## src/rtl/decrypt_out_packer.sv

```systemverilog
// decrypt_out_packer: packs plaintext bytes into 32-bit little-endian words
// and buffers them in a small word FIFO drained over ready/valid. Words that
// arrive while the FIFO is full are dropped and flagged with a sticky bit.
module decrypt_out_packer #(
  parameter int DEPTH = 4,
  parameter int CW    = $clog2(DEPTH + 1)
) (
  input  logic          clk,
  input  logic          rst,
  input  logic          en,
  input  logic [7:0]    din,
  input  logic          flush,
  input  logic          out_ready,
  output logic          out_valid,
  output logic [31:0]   out_data,
  output logic [2:0]    out_bytes,
  output logic [CW-1:0] level,
  output logic          overflow,
  input  logic          clr_overflow
);

  localparam int PW = $clog2(DEPTH);
  localparam logic [CW-1:0] LVL_FULL = CW'(DEPTH);

  logic [1:0]    cnt_q, cnt_d;
  logic [23:0]   hold_q, hold_d;
  logic [PW-1:0] wr_ptr_q, wr_ptr_d;
  logic [PW-1:0] rd_ptr_q, rd_ptr_d;
  logic [CW-1:0] level_q, level_d;
  logic          overflow_q, overflow_d;

  logic [31:0]   mem_data_q  [DEPTH];
  logic [2:0]    mem_bytes_q [DEPTH];

  logic          push_req;
  logic [31:0]   push_data;
  logic [2:0]    push_bytes;
  logic [31:0]   word;
  logic          pop;
  logic          push_ok;

  // Packer: place the incoming byte in its lane, push on the 4th byte or flush
  always_comb begin
    cnt_d      = cnt_q;
    hold_d     = hold_q;
    push_req   = 1'b0;
    push_data  = '0;
    push_bytes = '0;
    word       = {8'h00, hold_q};
    if (en) begin
      // Lanes above cnt are always zero because hold is cleared on every push.
      word[{cnt_q, 3'b000} +: 8] = din;
      if ((cnt_q == 2'd3) || flush) begin
        push_req   = 1'b1;
        push_data  = word;
        push_bytes = {1'b0, cnt_q} + 3'd1;
        cnt_d      = '0;
        hold_d     = '0;
      end else begin
        cnt_d  = cnt_q + 2'd1;
        hold_d = word[23:0];
      end
    end else if (flush && (cnt_q != 2'd0)) begin
      push_req   = 1'b1;
      push_data  = {8'h00, hold_q};
      push_bytes = {1'b0, cnt_q};
      cnt_d      = '0;
      hold_d     = '0;
    end
  end

  // FIFO control: pointers, occupancy and sticky overflow (set beats clear)
  always_comb begin
    pop      = (level_q != '0) && out_ready;
    push_ok  = push_req && ((level_q != LVL_FULL) || pop);
    wr_ptr_d = push_ok ? (wr_ptr_q + PW'(1)) : wr_ptr_q;
    rd_ptr_d = pop ? (rd_ptr_q + PW'(1)) : rd_ptr_q;
    level_d  = level_q;
    case ({push_ok, pop})
      2'b10:   level_d = level_q + CW'(1);
      2'b01:   level_d = level_q - CW'(1);
      default: level_d = level_q;
    endcase
    overflow_d = overflow_q;
    if (clr_overflow) overflow_d = 1'b0;
    if (push_req && !push_ok) overflow_d = 1'b1;
  end

  // State registers with asynchronous reset
  always_ff @(posedge clk or posedge rst) begin
    if (rst) begin
      cnt_q      <= '0;
      hold_q     <= '0;
      wr_ptr_q   <= '0;
      rd_ptr_q   <= '0;
      level_q    <= '0;
      overflow_q <= 1'b0;
    end else begin
      cnt_q      <= cnt_d;
      hold_q     <= hold_d;
      wr_ptr_q   <= wr_ptr_d;
      rd_ptr_q   <= rd_ptr_d;
      level_q    <= level_d;
      overflow_q <= overflow_d;
    end
  end

  // FIFO storage; contents are don't-care until written
  always_ff @(posedge clk) begin
    if (push_ok) begin
      mem_data_q[wr_ptr_q]  <= push_data;
      mem_bytes_q[wr_ptr_q] <= push_bytes;
    end
  end

  // Outputs come only from registers and storage, forced to 0 when empty
  assign out_valid = (level_q != '0);
  assign out_data  = out_valid ? mem_data_q[rd_ptr_q]  : '0;
  assign out_bytes = out_valid ? mem_bytes_q[rd_ptr_q] : '0;
  assign level     = level_q;
  assign overflow  = overflow_q;

endmodule

```

## config.mk

```make
export PLATFORM = sky130hd
export DESIGN_NAME = decrypt_out_packer
export DESIGN_NICKNAME = d
export VERILOG_FILES = /design/src/rtl/decrypt_out_packer.sv
export SDC_FILE = /design/constraint.sdc
export NUM_CORES = 1
export LEC_CHECK = 0
export CORE_ASPECT_RATIO = 0.6
export CORE_MARGIN = 1
export CORE_UTILIZATION = 45
export DETAILED_ROUTE_END_ITERATION = 8
export GPL_TIMING_DRIVEN = 0
export SLEW_MARGIN = 40
export SYNTH_ARGS = -nofsm -noshare
export SYNTH_HDL_FRONTEND = slang
export SYNTH_SLANG_ARGS = --single-unit
```

## constraint.sdc

```tcl
create_clock -name clk -period 3.2 [get_ports clk]
set_clock_uncertainty 0.05 [all_clocks]
set_input_delay 0.64 -clock clk [delete_from_list [all_inputs] [get_ports clk]]
set_output_delay 0.64 -clock clk [all_outputs]
set_load 0.01 [all_outputs]
```

==> run_1/layer_met1.png <==
Scale bar: 50 microns. Cells faint in the background.
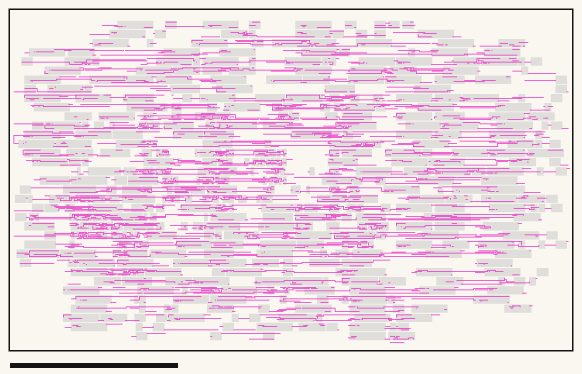
nets with wire on the layer	493
share of all routed wire	49%
final WL: 15600 microns
met1 usage: 29.2%

==> run_1/layer_met2.png <==
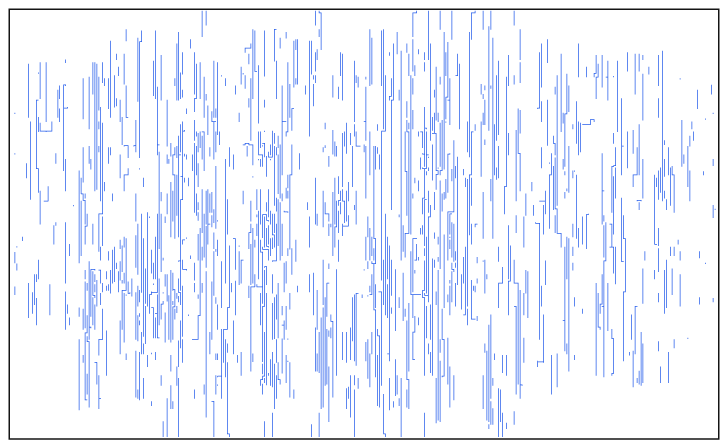
main direction	vertical
share of all routed wire	45%
wire length on this layer	6990 microns
longest straight run	49.3 microns
nets with wire on the layer	451
total number of vias: 4132
met2 usage in global routing: 30.2%

==> run_1/layer_met3.png <==
Scale bar: 50 microns.
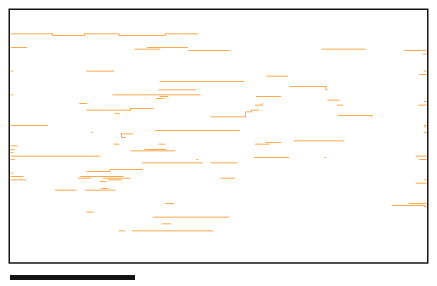
wire length on this layer	791 microns
longest straight run	35.6 microns
main direction	horizontal
met3 GRT Util: 4.63%

==> run_1/layer_met4.png <==
Scale bar: 50 microns.
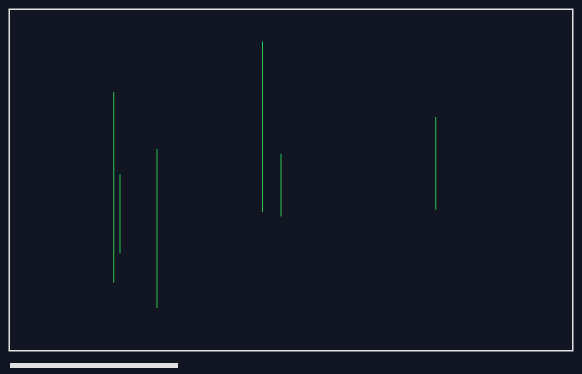
main direction	vertical
share of all routed wire	1.4%
wire length on this layer	222 microns
nets with wire on the layer	4

==> job_summary.md, run 1 <==
### Flow metrics

| Metric | Value |
|---|---|
| DR vias/cell | 5.74 |
| Post-route clock period utilization | 97.1% |
| Slew margin rel. | 56.4% |
| Worst Hold Endpoint | hold_q[6] |
| Commonest cells post-synth | edfxtp_1 (140), a22o_1 (49), and2_1 (48) |
| Total GRT Usage | 20.2% |
| Non-CTS buffers | 72 |
| FP Rows | 35 |
| Multi-input gate area | 0.00217 sq mm |
| CTS tree | yes |
| Status | complete, no violations |
| DR top layer | met4 |
| Die area | 0.0169 sq mm |
| Hold buffer count at cts | 0 |
| Final setup viols | 0 |
| CP Launch Point | level[0] |
| Combinational logic power | 3.12 mW |
| Initial antenna violation count | 0 |
| Dominant comb cell | multiplexers |
| Prevailing post-synth register cell | edfxtp_1 |
| Ys Warns | 0 |
| CTS max path bufs | 2 |
| Design area | 0.00886 sq mm |
| Post-synth regs | 174 |
| Unique cell types | 37 |
| EDFF count, synth | 140 |
| Initial core utilization | 47.0% |
| VDD IR-drop max | 430 uV |
| Most used logic cell in the final layout | edfxtp_1 |
| N_diodes | 0 |
| H-Tree Depth | 4 |
| Most flop-heavy register | mem_data_q |
| Post-synthesis compound-gate area fraction | 8.48% |
| Worst Setup EP | out_data[24] |
| Root Driver | clkbuf_16 |
| Buffering overhead | 8.33% |
| Multi-input comb cells | 227 |
==> run 1 -> run 2 <==
--- a/config.mk
+++ b/config.mk
@@ -10,6 +10,7 @@
 export CORE_UTILIZATION = 45
 export DETAILED_ROUTE_END_ITERATION = 8
 export GPL_TIMING_DRIVEN = 0
+export PLACE_DENSITY = 0.66
 export SLEW_MARGIN = 40
 export SYNTH_ARGS = -nofsm -noshare
 export SYNTH_HDL_FRONTEND = slang
==> constraint.sdc (replaced) <==
create_clock -name clk -period 2.8 [get_ports clk]
set_clock_uncertainty 0.05 [all_clocks]
set_input_delay 0.56 -clock clk [delete_from_list [all_inputs] [get_ports clk]]
set_output_delay 0.56 -clock clk [all_outputs]
set_load 0.01 [all_outputs]
==> run_2/layer_met2.png <==
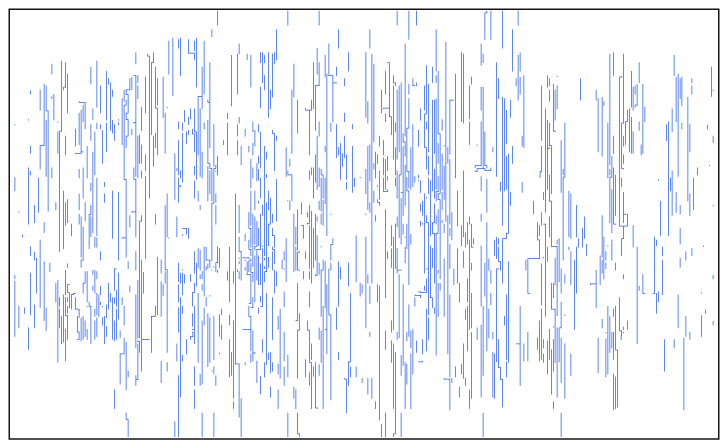
wire length on this layer	6760 microns
nets with wire on the layer	477
main direction	vertical
share of all routed wire	44%
longest straight run	54.1 microns
met2 usage in global routing: 30.0%
final WL: 15300 microns
total number of vias: 4201

==> run_2/layer_met3.png <==
Scale bar: 50 microns.
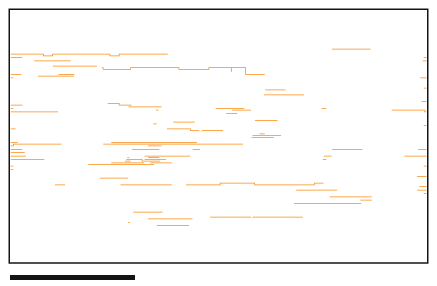
main direction	horizontal
nets with wire on the layer	68
met3 GRT Util: 5.22%

==> job_summary.md, run 2 <==
### Flow metrics

| Metric | Value |
|---|---|
| Ys Warns | 0 |
| X dimension of the die | 167 microns |
| CP Launch Point | rd_ptr_q[0] |
| FP Rows | 35 |
| Net Sw Frac | 31.3% |
| Design area | 0.00894 sq mm |
| Initial core utilization | 47.0% |
| Post-route clock period utilization | 97.7% |
| FFs w/ async S/R, synth | 19.5% |
| Slew margin rel. | 57.0% |
| Die area | 0.0169 sq mm |
| Commonest cells post-synth | edfxtp_1 (140), a22o_1 (49), and2_1 (48) |
| CTS tree | yes |
| CTS max path bufs | 2 |
| Status | complete, no violations |
| H-Tree Depth | 4 |
| Largest cell class by area | flip-flops and latches |
| N_diodes | 0 |
| Initial antenna violation count | 0 |
| Root Driver | clkbuf_16 |
| Post-CTS Setup Inserts | 7 |
| EDFF count, synth | 140 |
| Post-synth regs | 174 |
| Worst Hold Endpoint | rd_ptr_q[0] |
| Dominant comb cell | multiplexers |
| Worst Setup EP | out_data[6] |
| Most flop-heavy register | mem_data_q |
| Combinational logic power | 3.49 mW |
| Non-CTS buffers | 81 |
| DR top layer | met4 |
| Syn_nets | 454 |
| Most used logic cell in the final layout | edfxtp_1 |
| Multi-input comb cells | 227 |
| Unique cell types | 37 |
| PwrDens | 1040 mW/mm^2 |
| Buffering overhead | 9.22% |
| VDD IR-drop max | 511 uV |
| FF-to-FF Start | cnt_q[0] |
| DR vias/cell | 5.76 |
| Total GRT Usage | 19.6% |
| Post-synthesis compound-gate area fraction | 8.48% |
| Final setup viols | 0 |
| Met1 usage | 27.9% |
| Prevailing post-synth register cell | edfxtp_1 |
==> run_2/layer_met4.png <==
Scale bar: 50 microns.
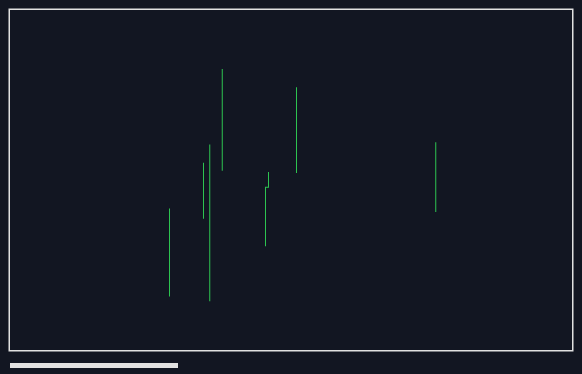
wire length on this layer	187 microns
longest straight run	46.2 microns

==> run 2 -> run 3 <==
--- a/config.mk
+++ b/config.mk
@@ -10,7 +10,7 @@
 export CORE_UTILIZATION = 45
 export DETAILED_ROUTE_END_ITERATION = 8
 export GPL_TIMING_DRIVEN = 0
-export PLACE_DENSITY = 0.66
+export PLACE_DENSITY_LB_ADDON = 0.05
 export SLEW_MARGIN = 40
 export SYNTH_ARGS = -nofsm -noshare
 export SYNTH_HDL_FRONTEND = slang
==> run_3/layer_met2.png <==
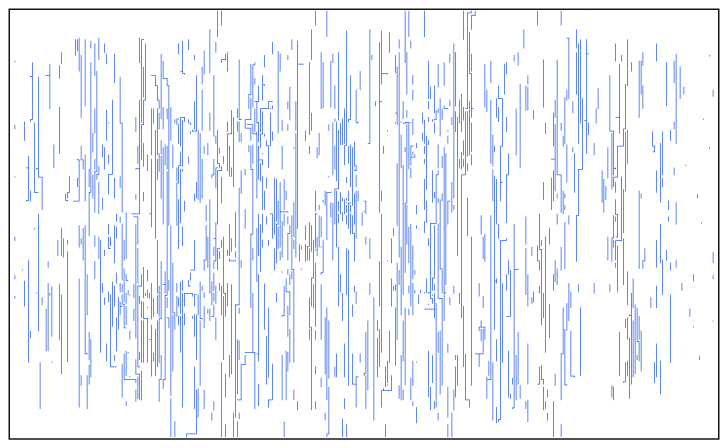
longest straight run	48.3 microns
share of all routed wire	45%
met2 usage in global routing: 30.1%
final WL: 16000 microns
total number of vias: 4147

==> run_3/layer_met3.png <==
Scale bar: 50 microns.
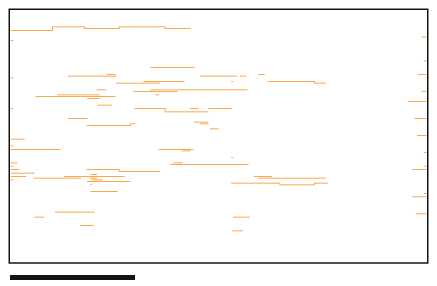
main direction	horizontal
share of all routed wire	4.7%
met3 GRT Util: 4.00%

==> job_summary.md, run 3 <==
### Flow metrics

| Metric | Value |
|---|---|
| Initial core utilization | 47.0% |
| Largest cell class by area | flip-flops and latches |
| Slew margin rel. | 54.7% |
| Post-synthesis compound-gate area fraction | 8.48% |
| PwrDens | 1040 mW/mm^2 |
| VDD IR-drop max | 534 uV |
| Status | complete, no violations |
| X dimension of the die | 167 microns |
| Post-CTS Setup Inserts | 5 |
| DR top layer | met4 |
| Multi-input gate area | 0.00217 sq mm |
| FF-to-FF Start | cnt_q[0] |
| CP Launch Point | rd_ptr_q[0] |
| Net Sw Frac | 32.4% |
| DR vias/cell | 5.72 |
| Design area | 0.00889 sq mm |
| Non-CTS buffers | 77 |
| Root Driver | clkbuf_16 |
| CTS tree | yes |
| Buffering overhead | 8.95% |
| Final setup viols | 0 |
| Multi-input comb cells | 227 |
| Syn_nets | 454 |
==> run_3/layer_met1.png <==
Scale bar: 50 microns. Cells faint in the background.
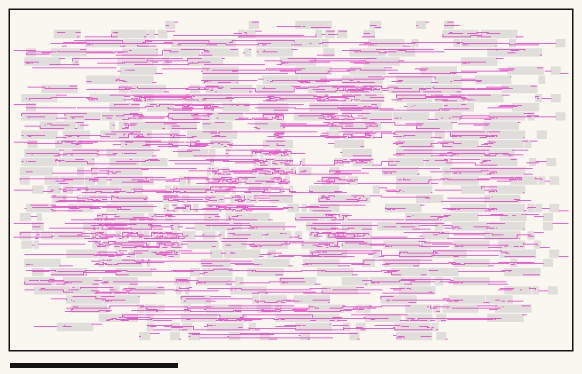
share of all routed wire	50%
main direction	horizontal
met1 usage: 31.1%

No activity file was given, so power comes from the tool's default toggle rates.
